==> images/m1.png <==
Supply wires on this layer in grey.
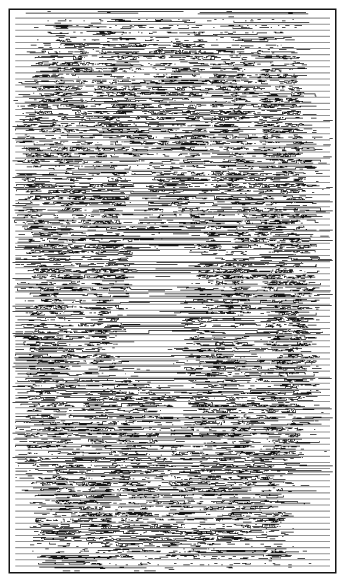
==> images/m2.png <==
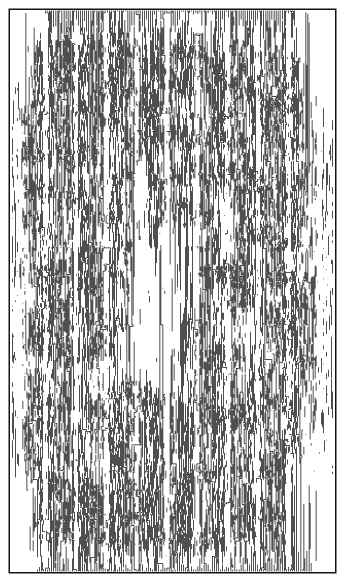
==> images/m3.png <==
Scale bar: 50 um. Cells faint in the background.
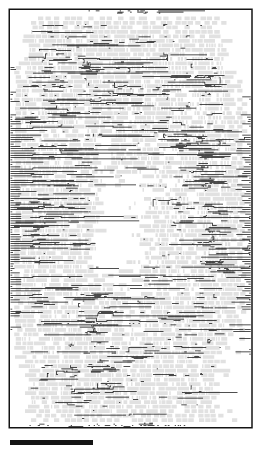
==> images/m4.png <==
Supply wires on this layer in grey. Cells faint in the background.
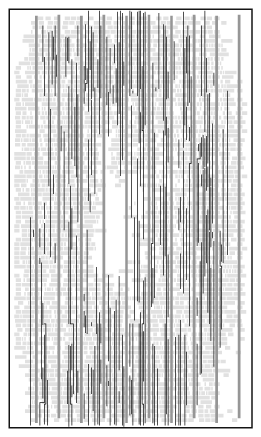
===== src/rtl/coproc_pkg.sv =====
// Shared types and helpers for the matrix coprocessor operand path.
// Size encodings map to element and word counts used by the loader.
package coproc_pkg;

  localparam int ELEM_W     = 8;
  localparam int MAX_ELEMS  = 25;
  localparam int WORD_LANES = 4;
  localparam int WORD_W     = ELEM_W * WORD_LANES;
  localparam int MAT_W      = ELEM_W * MAX_ELEMS;
  localparam int CNT_W      = 3;
  localparam int NEL_W      = 5;

  typedef enum logic [1:0] {
    SIZE_2X2 = 2'b00,
    SIZE_3X3 = 2'b01,
    SIZE_4X4 = 2'b10,
    SIZE_5X5 = 2'b11
  } size_e;

  typedef enum logic [1:0] {
    IDLE   = 2'd0,
    LOAD_A = 2'd1,
    LOAD_B = 2'd2,
    HOLD   = 2'd3
  } loader_state_e;

  function automatic logic [NEL_W-1:0] n_elems(input logic [1:0] size);
    case (size)
      SIZE_2X2: n_elems = 5'd4;
      SIZE_3X3: n_elems = 5'd9;
      SIZE_4X4: n_elems = 5'd16;
      default:  n_elems = 5'd25;
    endcase
  endfunction

  // Words per matrix, ceil(N / WORD_LANES).
  function automatic logic [CNT_W-1:0] n_words(input logic [1:0] size);
    case (size)
      SIZE_2X2: n_words = 3'd1;
      SIZE_3X3: n_words = 3'd3;
      SIZE_4X4: n_words = 3'd4;
      default:  n_words = 3'd7;
    endcase
  endfunction

endpackage


===== src/rtl/matrix_lane_packer.sv =====
// Combinational lane writer: overlays the lanes of one input word onto a
// packed matrix register, skipping elements at or beyond the active count.
module matrix_lane_packer
  import coproc_pkg::*;
(
  input  logic [MAT_W-1:0]  i_matrix,
  input  logic [CNT_W-1:0]  i_word_idx,
  input  logic [WORD_W-1:0] i_data,
  input  logic [NEL_W-1:0]  i_n_elems,
  output logic [MAT_W-1:0]  o_matrix
);

  // Each element has a fixed word/lane home, so the selection is a constant per slice.
  for (genvar gi = 0; gi < MAX_ELEMS; gi++) begin : g_elem
    localparam int WORD_IDX = gi / WORD_LANES;
    localparam int LANE_IDX = gi % WORD_LANES;

    logic w_hit;
    assign w_hit = (i_word_idx == CNT_W'(WORD_IDX)) && (i_n_elems > NEL_W'(gi));

    assign o_matrix[gi*ELEM_W +: ELEM_W] = w_hit ? i_data[LANE_IDX*ELEM_W +: ELEM_W]
                                                 : i_matrix[gi*ELEM_W +: ELEM_W];
  end

endmodule


===== src/rtl/matrix_operand_loader.sv =====
// Packs matrix A then matrix B from 4-lane host words into row-major operand
// registers and holds them for the ALU until acknowledged.
module matrix_operand_loader
  import coproc_pkg::*;
(
  input  logic              clk,
  input  logic              reset,
  input  logic              start,
  input  logic [1:0]        size_in,
  input  logic              in_valid,
  input  logic [WORD_W-1:0] in_data,
  output logic              in_ready,
  output logic [MAT_W-1:0]  matrix_a,
  output logic [MAT_W-1:0]  matrix_b,
  output logic [1:0]        matrix_size,
  output logic              operands_valid,
  input  logic              operands_ack,
  output logic              busy,
  output logic              start_err
);

  loader_state_e     r_state, w_state_next;
  logic [CNT_W-1:0]  r_word_cnt, w_word_cnt_next;
  logic [MAT_W-1:0]  r_matrix_a, w_matrix_a_next;
  logic [MAT_W-1:0]  r_matrix_b, w_matrix_b_next;
  logic [1:0]        r_size, w_size_next;
  logic              r_in_ready, r_valid, r_busy, r_start_err;

  logic              w_xfer;
  logic              w_last_word;
  logic [MAT_W-1:0]  w_pack_src;
  logic [MAT_W-1:0]  w_packed;

  assign w_xfer      = in_valid && r_in_ready;
  assign w_last_word = (r_word_cnt == (n_words(r_size) - 3'd1));
  assign w_pack_src  = (r_state == LOAD_B) ? r_matrix_b : r_matrix_a;

  matrix_lane_packer u_packer (
    .i_matrix   (w_pack_src),
    .i_word_idx (r_word_cnt),
    .i_data     (in_data),
    .i_n_elems  (n_elems(r_size)),
    .o_matrix   (w_packed)
  );

  always_ff @(posedge clk) begin
    if (reset) begin
      r_state <= IDLE;
    end else begin
      r_state <= w_state_next;
    end
  end

  always_comb begin
    w_state_next    = r_state;
    w_word_cnt_next = r_word_cnt;
    w_matrix_a_next = r_matrix_a;
    w_matrix_b_next = r_matrix_b;
    w_size_next     = r_size;
    case (r_state)
      IDLE: begin
        if (start) begin
          w_size_next     = size_in;
          w_matrix_a_next = '0;
          w_matrix_b_next = '0;
          w_word_cnt_next = '0;
          w_state_next    = LOAD_A;
        end
      end
      LOAD_A: begin
        if (w_xfer) begin
          w_matrix_a_next = w_packed;
          if (w_last_word) begin
            w_word_cnt_next = '0;
            w_state_next    = LOAD_B;
          end else begin
            w_word_cnt_next = r_word_cnt + 3'd1;
          end
        end
      end
      LOAD_B: begin
        if (w_xfer) begin
          w_matrix_b_next = w_packed;
          if (w_last_word) begin
            w_word_cnt_next = '0;
            w_state_next    = HOLD;
          end else begin
            w_word_cnt_next = r_word_cnt + 3'd1;
          end
        end
      end
      HOLD: begin
        if (operands_ack) begin
          w_state_next = IDLE;
        end
      end
      default: w_state_next = IDLE;
    endcase
  end

  // Status flags are derived from the next state so they line up with it.
  always_ff @(posedge clk) begin
    if (reset) begin
      r_word_cnt  <= '0;
      r_matrix_a  <= '0;
      r_matrix_b  <= '0;
      r_size      <= 2'b00;
      r_in_ready  <= 1'b0;
      r_valid     <= 1'b0;
      r_busy      <= 1'b0;
      r_start_err <= 1'b0;
    end else begin
      r_word_cnt  <= w_word_cnt_next;
      r_matrix_a  <= w_matrix_a_next;
      r_matrix_b  <= w_matrix_b_next;
      r_size      <= w_size_next;
      r_in_ready  <= (w_state_next == LOAD_A) || (w_state_next == LOAD_B);
      r_valid     <= (w_state_next == HOLD);
      r_busy      <= (w_state_next != IDLE);
      r_start_err <= start && (r_state != IDLE);
    end
  end

  assign in_ready       = r_in_ready;
  assign matrix_a       = r_matrix_a;
  assign matrix_b       = r_matrix_b;
  assign matrix_size    = r_size;
  assign operands_valid = r_valid;
  assign busy           = r_busy;
  assign start_err      = r_start_err;

endmodule


===== config.mk =====
export PLATFORM = sky130hd
export DESIGN_NAME = matrix_operand_loader
export DESIGN_NICKNAME = d
export VERILOG_FILES = /design/src/rtl/coproc_pkg.sv /design/src/rtl/matrix_lane_packer.sv /design/src/rtl/matrix_operand_loader.sv
export SDC_FILE = /design/constraint.sdc
export NUM_CORES = 1
export LEC_CHECK = 0
export CORE_ASPECT_RATIO = 1.75
export CORE_MARGIN = 2
export CORE_UTILIZATION = 55
export DETAILED_ROUTE_END_ITERATION = 8
export GPL_TIMING_DRIVEN = 0
export PLACE_DENSITY = 0.87
export SLEW_MARGIN = 40
export SYNTH_ARGS = -nofsm -noshare
export SYNTH_HDL_FRONTEND = slang
export SYNTH_SLANG_ARGS = --single-unit

===== constraint.sdc =====
create_clock -name clk -period 4.4 [get_ports clk]
set_clock_uncertainty 0.15 [all_clocks]
set_input_delay 0.66 -clock clk [delete_from_list [all_inputs] [get_ports clk]]
set_output_delay 0.66 -clock clk [all_outputs]
set_load 0.005 [all_outputs]

==> flow_summary.json <==
{
  "firstDrtPassIters": 6,
  "grt_overflow": 0,
  "p_sw_share_pct": 25.4,
  "period_needed_ps": 2630,
  "dp.cells": 2951,
  "ir_worst_vdd_uv": 334,
  "powerDensity_mw_per_mm2": 309,
  "io_pins": 445,
  "yosys-stat-cells": 2047,
  "relSlewSlack_pct": 35.3,
  "area_leaders": "dfxtp_1 (43%), a22oi_1 (13%), mux2_2 (8.7%)",
  "port_buffers": 444,
  "most-common-layout-cells": "clkdlybuf4s50_1 (444), dfxtp_1 (411), nor2_1 (323)",
  "dpl.hpwl_um": 54400,
  "grt_pass1_vias": 18900,
  "cts_tree": "built",
  "ys_chip_area_mm2": 0.0192,
  "hold_path.class": "reg -> reg",
  "netlist_area_mm2": 0.0192,
  "outcome": "complete, no violations",
  "drv_slew": 0,
  "p_int_w": 0.00588,
  "synth_seq_share_pct": 42.9,
  "clk_latency_ps": 550,
  "syn_inst": 2047,
  "p_leak_nw": 9.45,
  "dieArea_mm2": 0.0365,
  "max_cap_viol_count": 0,
  "end_kind": "flip-flop",
  "synth.net_count": 2097,
  "worst_pin_slew_ps": 967,
  "mostFrequentLayoutCell": "clkdlybuf4s50_1",
  "cp.arrival_ps": 2900,
  "max_freq_ghz": 0.380,
  "critPathRequiredTime_ps": 4670,
  "top_cell_area_share_pct": 42.9,
  "p_clk_share_pct": 44.2,
  "finalHoldViolCount": 0,
  "criticalPathCategory": "reg -> reg",
  "cts_root_buf": "clkbuf_16",
  "postCtsSetupRepairBufs": 0,
  "die_h_um": 251,
  "finalWorstSetupSlack_ps": 1770,
  "whs_ps": 319,
  "synthArstFlopShare_pct": 0,
  "top_layer": "met5",
  "top_area_cell": "dfxtp_1",
  "yosysWarnings": 0,
  "stdcell_count": 3025,
  "critPathLaunchType": "flip-flop",
  "ys.flop_type": "dfxtp_1",
  "postCtsResizedCells": 0,
  "nFillCells": 2462,
  "ant_nets": 0,
  "syn_area_per_cell_um2": 9.38,
  "power_frac_comb_pct": 8.4,
  "detail_route.wl_per_cell_um": 25.5,
  "clock_path_buffers": 3,
  "antenna_found_initial": 7,
  "via_per_inst": 6.40,
  "place_congestion": 0.952,
  "clock-sinks": 411,
  "die_width_um": 145,
  "clk_pin_slew_worst_paths_ps": 60,
  "nNetsFinal": 2583,
  "wl_met3_um": 7490,
  "p_seq_share_pct": 47.4
}
Back to the opening pictures, m1.png:
- nets with wire on the layer: 2340
- main direction: horizontal
- share of all routed wire: 34%
- wire length on this layer: 26.1 mm
- longest straight run: 59.3 um
grt met1 use: 43.4%
drt total wl: 77100 um

Back to the opening pictures, m2.png:
- nets with wire on the layer: 2352
- share of all routed wire: 46%
via count: 19400
met2 Use GR: 63.8%

Back to the opening pictures, m3.png:
- main direction: horizontal
- nets with wire on the layer: 549
- share of all routed wire: 9.7%
- wire length on this layer: 7490 um
- longest straight run: 59.1 um
M3 GR Usage: 10.5%

Back to the opening pictures, m4.png:
- wire length on this layer: 8320 um
- main direction: vertical
- share of all routed wire: 11%
- nets with wire on the layer: 141

-- power groups by stage --
stage          combinational [W]  sequential, W  clock [W]
3_5_place_dp            0.000634        0.00382          0
2_1_floorplan           0.000328        0.00382          0
6_report                0.000663        0.00374    0.00349
5_1_grt                 0.000679        0.00374    0.00361
3_3_place_gp            0.000626        0.00382          0
4_1_cts                 0.000636        0.00374    0.00347
-- synthesized netlist by cell type (all sizes together), types with 11 or more instances --
| cell type | number |
|---|---|
| dfxtp | 411 |
| nor2 | 323 |
| a22oi | 320 |
| mux2 | 256 |
| buf | 125 |
| a21oi | 124 |
| o21ai | 118 |
| nand2 | 91 |
| clkbuf | 74 |
| mux2i | 72 |
| and3 | 42 |
| nand3 | 34 |
| ha | 11 |
-- cell type report --
type | instances | area [um^2] | area share [%]
Inverter | 7 | 26.3 | 0.103
Sequential cell | 411 | 8230 | 32.2
Clock buffer | 54 | 1150 | 4.52
Timing Repair Buffer | 445 | 4460 | 17.4
Antenna cell | 6 | 15.0 | 0.0588
Clock inverter | 13 | 143 | 0.558
Buffer | 199 | 1010 | 3.95
Tap cell | 460 | 576 | 2.25
Multi-Input combinational cell | 1430 | 9940 | 38.9
-- state kept, by name, indices dropped and copies added, names as in the netlist --
name and count:
r_state 2, operands_valid 1, in_ready 1, start_err 1
matrix_size 2, matrix_a 200, r_word_cnt 3, matrix_b 200
busy 1
-- critical path, stage by stage, from the launching register on --
cell	delay (ps)
dfxtp_1	460
inv_1	120
ha_1	230
nand2b_1	120
clkbuf_1	350
buf_2	350
mux2_1	390
a22oi_1	260
nor2_1	70
-- path summary, 6_finish.rpt --
check	slack (ps)	from	end	depth (start not counted)
worst min register to register	320	matrix_b[71]	matrix_b[71]	2
worst max-delay path	1770	r_word_cnt[0]	matrix_a[18]	8
worst max register to register	1770	r_word_cnt[0]	matrix_a[18]	8
worst min-delay path	320	matrix_b[71]	matrix_b[71]	2
-- through the flow --
step           area, um^2  power (W)
6_report            25500    0.00789
5_1_grt             25500    0.00803
4_1_cts             25500    0.00784
3_5_place_dp        24200    0.00445
3_3_place_gp        24200    0.00445
2_1_floorplan       19200    0.00415
-- per-layer routing --
layer / GRT usage, % / up-vias
met5: 0 / -
met4: 36.3 / 2
met3: 10.5 / 409
met2: 63.8 / 1301
met1: 43.4 / 9291
li1: - / 8359
-- kinds of logic (layout without fill, tap and decap cells) --
family,Yosys count,in the layout,share of synthesized area [%]
xor+xnor,1,1,0.0456
flops,411,411,42.9
simple gates,519,519,11.6
other cells,0,6,0
mux,328,328,20.2
fa+ha+maj,11,11,0.717
buf+inv,206,718,5.38
compound gates,571,571,19.2
Power and IR drop assume default switching activity.
